run_1/flops_by_reg.png
Scale: 6 px per um. Other sequential cells in the stronger gray, the rest of the logic in the fainter gray.
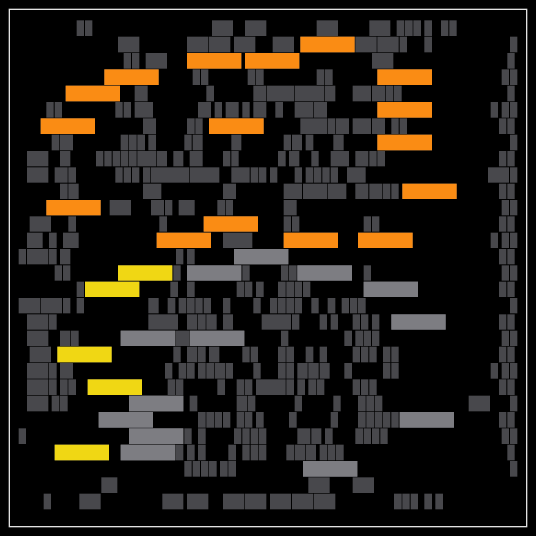
run_1/congestion.png
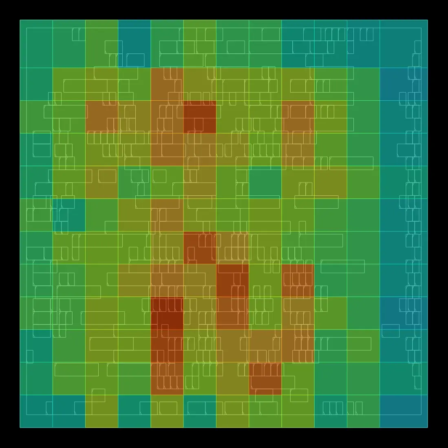
run_1/wires.png
Scale: 6 px per um. Only two layers are drawn.
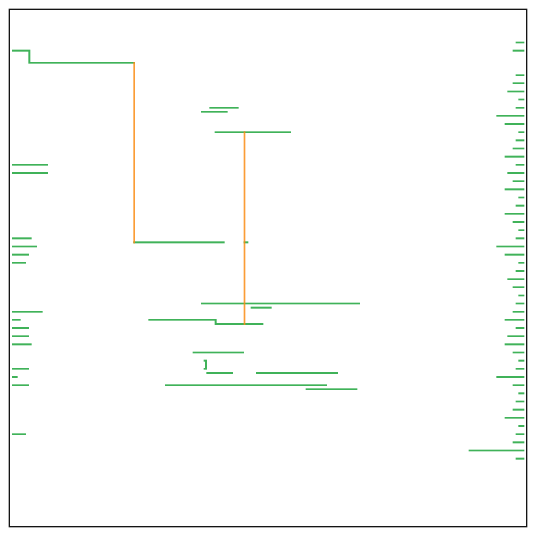
run_1/layer_met1.png
Scale: 6 px per um. Supply wires on this layer in gray.
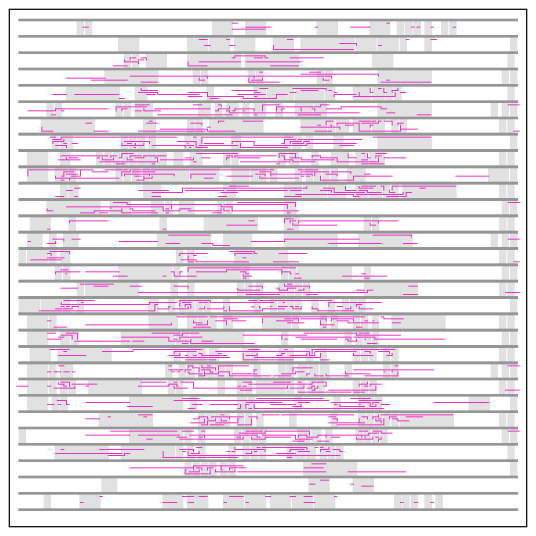
## src/rtl/hazard_fwd_unit.sv

```systemverilog
// hazard_fwd_unit: pipeline hazard detection, operand forwarding and stall counting.
//   Tracks the destination register of the instructions in EX, MEM and WB in three
//   shadow slots and compares them against the ID source operands.
//   Build option: define HAZARD_FWD_EN to enable EX/MEM/WB forwarding (only load-use
//   stalls); without it every RAW hazard stalls until the producer leaves WB.
// Ports:
//   clk, rst_n                  clock, asynchronous active-low reset
//   id_valid                    ID holds a valid instruction
//   id_rs1/2, id_rs1/2_used     ID source registers and whether they are read
//   id_rd, id_we, id_is_load    ID destination, write enable, load flag
//   flush                       redirect, kills the ID instruction
//   ex_wd, mem_wd, wb_wd        result data in EX, MEM, WB
//   risk_con1/2, risk_rd1/2     forwarding override select and data to the register file
//   stall                       freeze PC and IF/ID, bubble into EX
//   stall_cnt                   saturating stall cycle count
module hazard_fwd_unit #(
    parameter int CNT_W = 16
) (
    input  logic             clk,
    input  logic             rst_n,
    input  logic             id_valid,
    input  logic [4:0]       id_rs1,
    input  logic [4:0]       id_rs2,
    input  logic             id_rs1_used,
    input  logic             id_rs2_used,
    input  logic [4:0]       id_rd,
    input  logic             id_we,
    input  logic             id_is_load,
    input  logic             flush,
    input  logic [31:0]      ex_wd,
    input  logic [31:0]      mem_wd,
    input  logic [31:0]      wb_wd,
    output logic             risk_con1,
    output logic             risk_con2,
    output logic [31:0]      risk_rd1,
    output logic [31:0]      risk_rd2,
    output logic             stall,
    output logic [CNT_W-1:0] stall_cnt
);
    logic [4:0] ex_rd, mem_rd, wb_rd;
    logic       ex_we, mem_we, wb_we;
    logic       ex_ld, mem_ld, wb_ld;
    logic       m_ex1, m_mem1, m_wb1, m_ex2, m_mem2, m_wb2;
    logic       unused_ok;

    // x0 never matches: the rs != 0 term covers it even if a slot carried rd=0
    assign m_ex1  = id_rs1_used && id_rs1 != 5'd0 && ex_we  && ex_rd  == id_rs1;
    assign m_mem1 = id_rs1_used && id_rs1 != 5'd0 && mem_we && mem_rd == id_rs1;
    assign m_wb1  = id_rs1_used && id_rs1 != 5'd0 && wb_we  && wb_rd  == id_rs1;
    assign m_ex2  = id_rs2_used && id_rs2 != 5'd0 && ex_we  && ex_rd  == id_rs2;
    assign m_mem2 = id_rs2_used && id_rs2 != 5'd0 && mem_we && mem_rd == id_rs2;
    assign m_wb2  = id_rs2_used && id_rs2 != 5'd0 && wb_we  && wb_rd  == id_rs2;

`ifdef HAZARD_FWD_EN
    logic f_ex1, f_ex2;
    // a load in EX has no data yet, so it falls through to the older stages
    assign f_ex1     = m_ex1 && !ex_ld;
    assign f_ex2     = m_ex2 && !ex_ld;
    assign stall     = id_valid && !flush && (m_ex1 || m_ex2) && ex_ld;
    assign risk_con1 = !stall && (f_ex1 || m_mem1 || m_wb1);
    assign risk_con2 = !stall && (f_ex2 || m_mem2 || m_wb2);
    assign risk_rd1  = !risk_con1 ? 32'd0 : f_ex1 ? ex_wd : m_mem1 ? mem_wd : wb_wd;
    assign risk_rd2  = !risk_con2 ? 32'd0 : f_ex2 ? ex_wd : m_mem2 ? mem_wd : wb_wd;
    assign unused_ok = ^{mem_ld, wb_ld};
`else
    assign stall     = id_valid && !flush && (m_ex1 || m_mem1 || m_wb1 || m_ex2 || m_mem2 || m_wb2);
    assign risk_con1 = 1'b0;
    assign risk_con2 = 1'b0;
    assign risk_rd1  = 32'd0;
    assign risk_rd2  = 32'd0;
    assign unused_ok = ^{ex_wd, mem_wd, wb_wd, ex_ld, mem_ld, wb_ld};
`endif

    always_ff @(posedge clk or negedge rst_n) begin
        if (!rst_n) begin
            {ex_rd, ex_we, ex_ld}    <= '0;
            {mem_rd, mem_we, mem_ld} <= '0;
            {wb_rd, wb_we, wb_ld}    <= '0;
            stall_cnt                <= '0;
        end else begin
            {wb_rd, wb_we, wb_ld}    <= {mem_rd, mem_we, mem_ld};
            {mem_rd, mem_we, mem_ld} <= {ex_rd, ex_we, ex_ld};
            {ex_rd, ex_we, ex_ld}    <= (stall || flush || !id_valid) ? 7'd0
                                        : {id_rd, id_we && id_rd != 5'd0, id_is_load};
            if (stall && stall_cnt != {CNT_W{1'b1}})
                stall_cnt <= stall_cnt + 1'b1;
        end
    end
endmodule

```

## config.mk

```make
export PLATFORM = sky130hd
export DESIGN_NAME = hazard_fwd_unit
export DESIGN_NICKNAME = d
export VERILOG_FILES = /design/src/rtl/hazard_fwd_unit.sv
export SDC_FILE = /design/constraint.sdc
export NUM_CORES = 1
export LEC_CHECK = 0
export ABC_AREA = 1
export CAP_MARGIN = 10
export CORE_UTILIZATION = 37
export DETAILED_ROUTE_END_ITERATION = 10
export PLACE_DENSITY_LB_ADDON = 0.12
export SYNTH_ARGS = -nofsm -noshare
export SYNTH_HDL_FRONTEND = slang
export SYNTH_SLANG_ARGS = --single-unit
```

## constraint.sdc

```tcl
create_clock -name clk -period 3.6 [get_ports clk]
set_input_delay 0.36 -clock clk [delete_from_list [all_inputs] [get_ports clk]]
set_output_delay 0.36 -clock clk [all_outputs]
set_load 0.05 [all_outputs]
```

==> run summary, run 1 <==
fresh numbers from the pnr run: Synth Warn #=0, DIE AREA=0.007394 mm2, CTS resizes=0, hold crit path type=reg -> reg, hold depth=0, first-pass detailed-route iteration total=4, wire length of the first global-routing pass=8790 um, Top Ports=202, Mapped Cells=381, Core Footprint=0.006794 mm2, clk sink count=34, fin area=0.002925 mm2, Final Net Count=542, FF-to-FF End=stall_cnt[0], Setup Buffers After CTS=0, tool warning count=123, DP Wirelength=4115 um, pre-CTS setup slack=0.9852 ns, clk_skew=0.01817 ns, yosys cell count=381, Routed Antenna Nets=0, Max clock buf depth=2, FP Core Util=38.42%, Rows=30, Latency at later pin=0.30 ns, VDD IR-drop max=0.1502 mV, hold endpoint=wb_rd[1], chip height=85.99 um, share of post-route cells with drive strength above 1=4.492%, endpoints failing hold=0, fillers=670, outcome=completed, minimum hold slack=0.4042 ns, DR DRC count=0, IO Port Bufs=38, Die X=85.99 um, total gr overflow=0, unrepaired setup endpoints after global routing=no, WP data required=3.24 ns, Final min period=2.585 ns, clock-pin slew on the worst setup and hold paths=0.07 ns, Yosys reg bits=34, Peak Freq=386.8 MHz, final setup TNS=0 ns, worst setup margin=1.015 ns, endpoints failing setup=0, TritonCTS clock tree=built
-- flops_by_reg.png (at the start) --
Yellow stands for ex_rd, placed flops 5. Orange stands for stall_cnt, placed flops 16.
Seq area share: 29.08%
total sequential power: 0.403 mW
Reg area: 850.8 um2
fin util: 43.06%

-- congestion.png (at the start) --
Total Routing Usage GR: 15.33%
drt wl/cell: 10.40 um
M1 GR Usage: 21.44%
GR Util met3: 2.887%
global routing met2 resource utilization: 23.81%

-- wires.png (at the start) --
Green stands for metal 3, wire length 313 um. Orange stands for metal 4, wire length 61.9 um.
via count: 2181
total wire length: 5400 um

-- layer_met1.png (at the start) --
The layer holds 49% of the routed length. The layer carries 2630 um of wire.

run 1: power by group:
part,switching [mW],internal (mW)
Clock,0.152,0.155
Combinational,0.216,0.0450
Sequential,0.0108,0.392
Total,0.379,0.592
run 1: layout make-up:
class | count | area, um2 | share of cell area [%]
Clock inverter | 1 | 5.005 | 0.1711
Clock buffer | 7 | 86.33 | 2.951
Tap cell | 96 | 120.1 | 4.106
Sequential cell | 34 | 850.8 | 29.08
Timing Repair Buffer | 41 | 400.4 | 13.69
Inverter | 43 | 161.4 | 5.518
Multi-Input combinational cell | 297 | 1301 | 44.48
run 1: worst max-delay path by stage:
stage / from / to / slack (ns)
3_5_place_dp: id_rs2[2] / stall / 0.99
4_1_cts: id_rs2[2] / stall / 0.96
2_1_floorplan: id_rs2[3] / stall / 1.12
3_3_place_gp: id_rs2[2] / stall / 1.0
5_1_grt: id_rs2[2] / stall / 0.84
6_report: id_rs2[4] / stall / 1.01
run 1: cells in the mapped netlist (all sizes together):
master	number	area [um2]
nor3	4	20.02
xnor2	4	35.03
buf	72	540.5
ha	1	12.51
nand2	130	490.5
inv	43	161.4
o21ai	6	30.03
xor2	7	61.31
nand4	21	137.6
nor2	41	163.9
conb	1	3.750
a21oi	1	5.000
dfrtp	34	850.8
nand3	16	97.60
run 1: worst max-delay path, cell delays in order:
cell,delay (ns)
clkdlybuf4s50_1,0.57
inv_1,0.10
nand2_1,0.07
nand2_1,0.05
nor2_1,0.13
nand3_1,0.10
nand3_1,0.08
nand2_1,0.07
nand2_1,0.24
inv_1,0.09
nor3_1,0.15
buf_4,0.23
run 1: layer usage:
metal / vias up / global-route usage [%] / share of wire, %
met3: 5 / 2.887 / 5.8
met4: 0 / 5.000 / 1.1
met5: - / 0 / 0
met2: 92 / 23.81 / 44
li1: 1118 / - / -
met1: 966 / 21.44 / 49
run 1: through the flow:
stage	instances	total power, mW
after detailed placement	511	0.6712
after global placement	511	0.6706
final	519	0.9707
after CTS	519	0.9792
after floorplan	446	0.6709
after global routing	519	1.015
run 1: registers in the layout (all words and copies together), names as in the netlist:
signal,count
stall_cnt,16
ex_rd,5
mem_rd,5
wb_rd,5
ex_we,1
mem_we,1
wb_we,1
run 1: cell families after synthesis:
logic type	count (synthesis)	share of synthesized area, %
xor gates and xnor gates	11	3.691
AOI/OAI and AO/OA	7	1.342
and+or+nand+nor	212	34.85
buffers and inverters	115	26.89
DFF	34	32.60
other	1	0.1437
adders and majority gates	1	0.4793
run_1/layer_met3.png
Scale: 4 px per um.
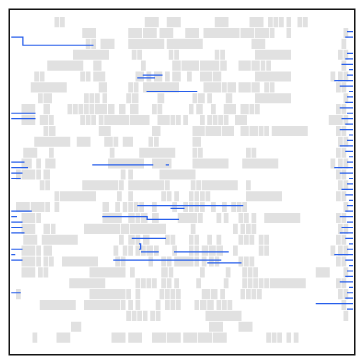

==> run 1 -> run 2 <==
--- a/config.mk
+++ b/config.mk
@@ -7,7 +7,7 @@
 export LEC_CHECK = 0
 export ABC_AREA = 1
 export CAP_MARGIN = 10
-export CORE_UTILIZATION = 37
+export CORE_UTILIZATION = 31
 export DETAILED_ROUTE_END_ITERATION = 10
 export PLACE_DENSITY_LB_ADDON = 0.12
 export SYNTH_ARGS = -nofsm -noshare
==> constraint.sdc (replaced) <==
create_clock -name clk -period 2.35 [get_ports clk]
set_input_delay 0.235 -clock clk [delete_from_list [all_inputs] [get_ports clk]]
set_output_delay 0.235 -clock clk [all_outputs]
set_load 0.05 [all_outputs]
run_2/layer_met3.png
Scale: 4 px per um.
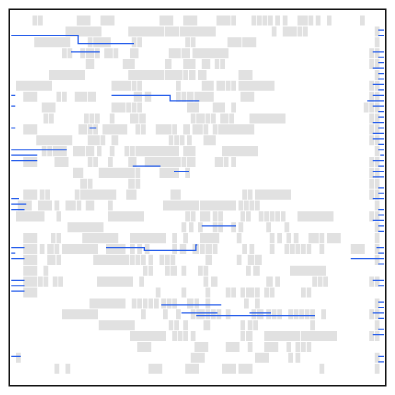
The layer holds 5.4% of the routed length. The layer carries 305 um of wire. 73 nets have wire on it. The longest straight run is 29.4 um.
GR Util met3: 3.074%
total wire length: 5686 um

run_2/layer_met1.png
Scale: 6 px per um. Supply wires on this layer in gray.
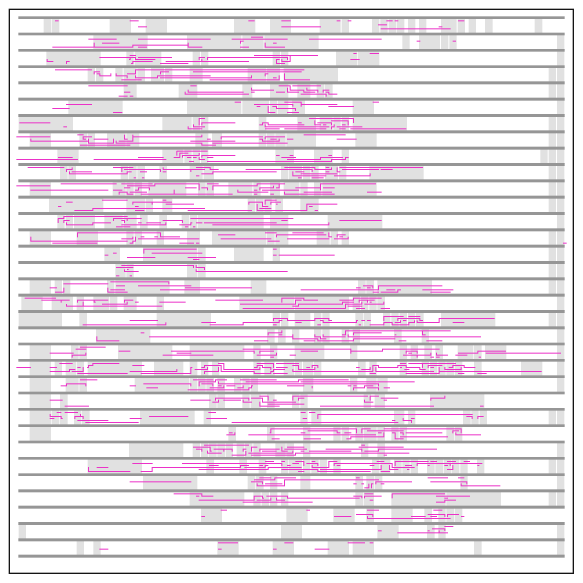
The layer carries 2910 um of wire. 350 nets have wire on it. The longest straight run is 28.1 um.
via count: 2176
M1 GR Usage: 20.25%

run_2/wires.png
Scale: 4 px per um. Only two layers are drawn.
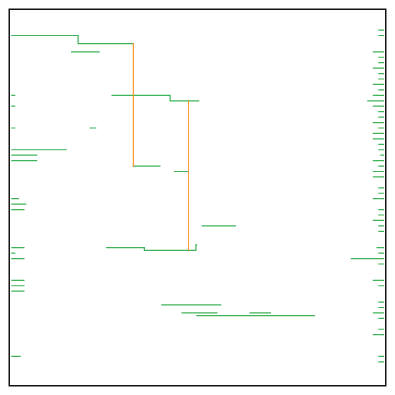
Orange stands for metal 4, wire length 68.0 um. Green stands for metal 3, wire length 305 um.
Total Routing Usage GR: 14.05%
drt wl/cell: 10.71 um

==> run summary, run 2 <==
fresh numbers from the pnr run: outcome=complete, but fails checks (was completed), failing checks=DRC, sequential fraction of design power=38.9% (was 41.5%), Peak Freq=458.6 MHz, chip height=93.76 um (was 85.99 um), Die X=93.76 um (was 85.99 um), DR DRC count=2 (was 0), worst setup margin=0.1695 ns (was 1.015 ns), Final min period=2.181 ns, sw power=0.5956 mW (was 0.3787 mW), FP Core Util=31.93% (was 38.42%), Synth top cell by count=nand2_1 (unchanged), DP Wirelength=4360 um (was 4115 um), fin util=36.69% (was 43.06%), WP data required=2.12 ns (was 3.24 ns), final setup TNS=0 ns (unchanged), post-synth top area cell=dfrtp_1 (unchanged), # placed instances=523 (was 511), sw frac=37.61% (was 39.01%), Logic cell area=0.001306 mm2 (was 0.001301 mm2), Top Ports=202 (unchanged), Top cell area share=32.60% (unchanged), CP bufs+invs=4 (unchanged), ys async rst share=100.0% (unchanged), fin area=0.002999 mm2 (was 0.002925 mm2), Max clock buf depth=2 (unchanged), hold crit path type=in -> async (was reg -> reg), Routed Antenna Nets=0 (unchanged), crit path cell chain=clkdlybuf4s50_1, inv_1, nand2_1, nand2_1, nor2_1, nand3_1, nand3_1, nand2_1, nand2_1, inv_1, nor3_2, buf_12 (was clkdlybuf4s50_1, inv_1, nand2_1, nand2_1, nor2_1, nand3_1, nand3_1, nand2_1, nand2_1, inv_1, nor3_1, buf_4), flip-flop count of the largest register after layout=16 (unchanged), endpoints failing hold=0 (unchanged), tool warning count=123 (unchanged), fin cells=531 (was 519), clk_skew=0.005658 ns (was 0.01817 ns), Synth Warn #=0 (unchanged)
## run 2: worst max-delay path by stage
| stage | from | endpoint | cells past startpoint |
|---|---|---|---|
| floorplan | ex_rd[3] | stall | 10 |
| global placement | id_rs2[0] | stall | 12 |
| detailed placement | id_rs2[0] | stall_cnt[8] | 13 |
| CTS | id_rs2[0] | stall | 12 |
| global route | id_rs2[0] | stall | 12 |
| finish | id_rs2[0] | stall | 12 |
## run 2: worst register-to-register path, stage by stage, from the launching register on
cell     delay, ns
dfrtp_1       0.38
inv_1         0.08
nand2_1       0.07
nand2_1       0.05
nor2_1        0.14
nand3_1       0.09
nand3_1       0.07
nand2_1       0.06
nand2_1       0.13
buf_4         0.17
nand3_2       0.27
nand2_1       0.15
nand2_1       0.06
## run 2: power groups by stage
stage / clock network, mW / registers, mW / logic (mW)
floorplan: 0 / 0.638 / 0.390
global placement: 0 / 0.628 / 0.405
detailed placement: 0 / 0.629 / 0.405
CTS: 0.580 / 0.617 / 0.406
global route: 0.602 / 0.619 / 0.441
finish: 0.562 / 0.617 / 0.405
## run 2: final cells by class
| type | count | area share (%) |
|---|---|---|
| Clock buffer | 5 | 2.295 |
| Clock inverter | 3 | 1.502 |
| Inverter | 43 | 5.382 |
| Multi-Input combinational cell | 297 | 43.55 |
| Sequential cell | 34 | 28.37 |
| Tap cell | 105 | 4.380 |
| Timing Repair Buffer | 44 | 14.52 |
## run 2: cells by family after synthesis
| kind of cell | synth area share [%] |
|---|---|
| adder cells (fa/ha/maj) | 0.4793 |
| flip-flops | 32.60 |
| buffers and inverters | 26.89 |
| AND/OR/NAND/NOR | 34.85 |
| other | 0.1437 |
| XOR/XNOR | 3.691 |
| AND-OR/OR-AND | 1.342 |
## run 2: repair_timing
action / in CTS / in global routing
buffers inserted: 0 / 0
gates resized: 0 / 1
setup endpoints to repair: 0 / 1
## run 2: per-layer routing
metal / track usage, % / vias to the layer above / part of all wire (%) / wire length, um
met5: 0 / - / 0 / 0
li1: - / 1122 / - / -
met4: 4.359 / 0 / 1.2 / 68
met1: 20.25 / 962 / 51 / 2908
met2: 20.68 / 87 / 42 / 2404
met3: 3.074 / 5 / 5.4 / 305
Power figures rest on the tool's default switching activity, not on a simulated workload.
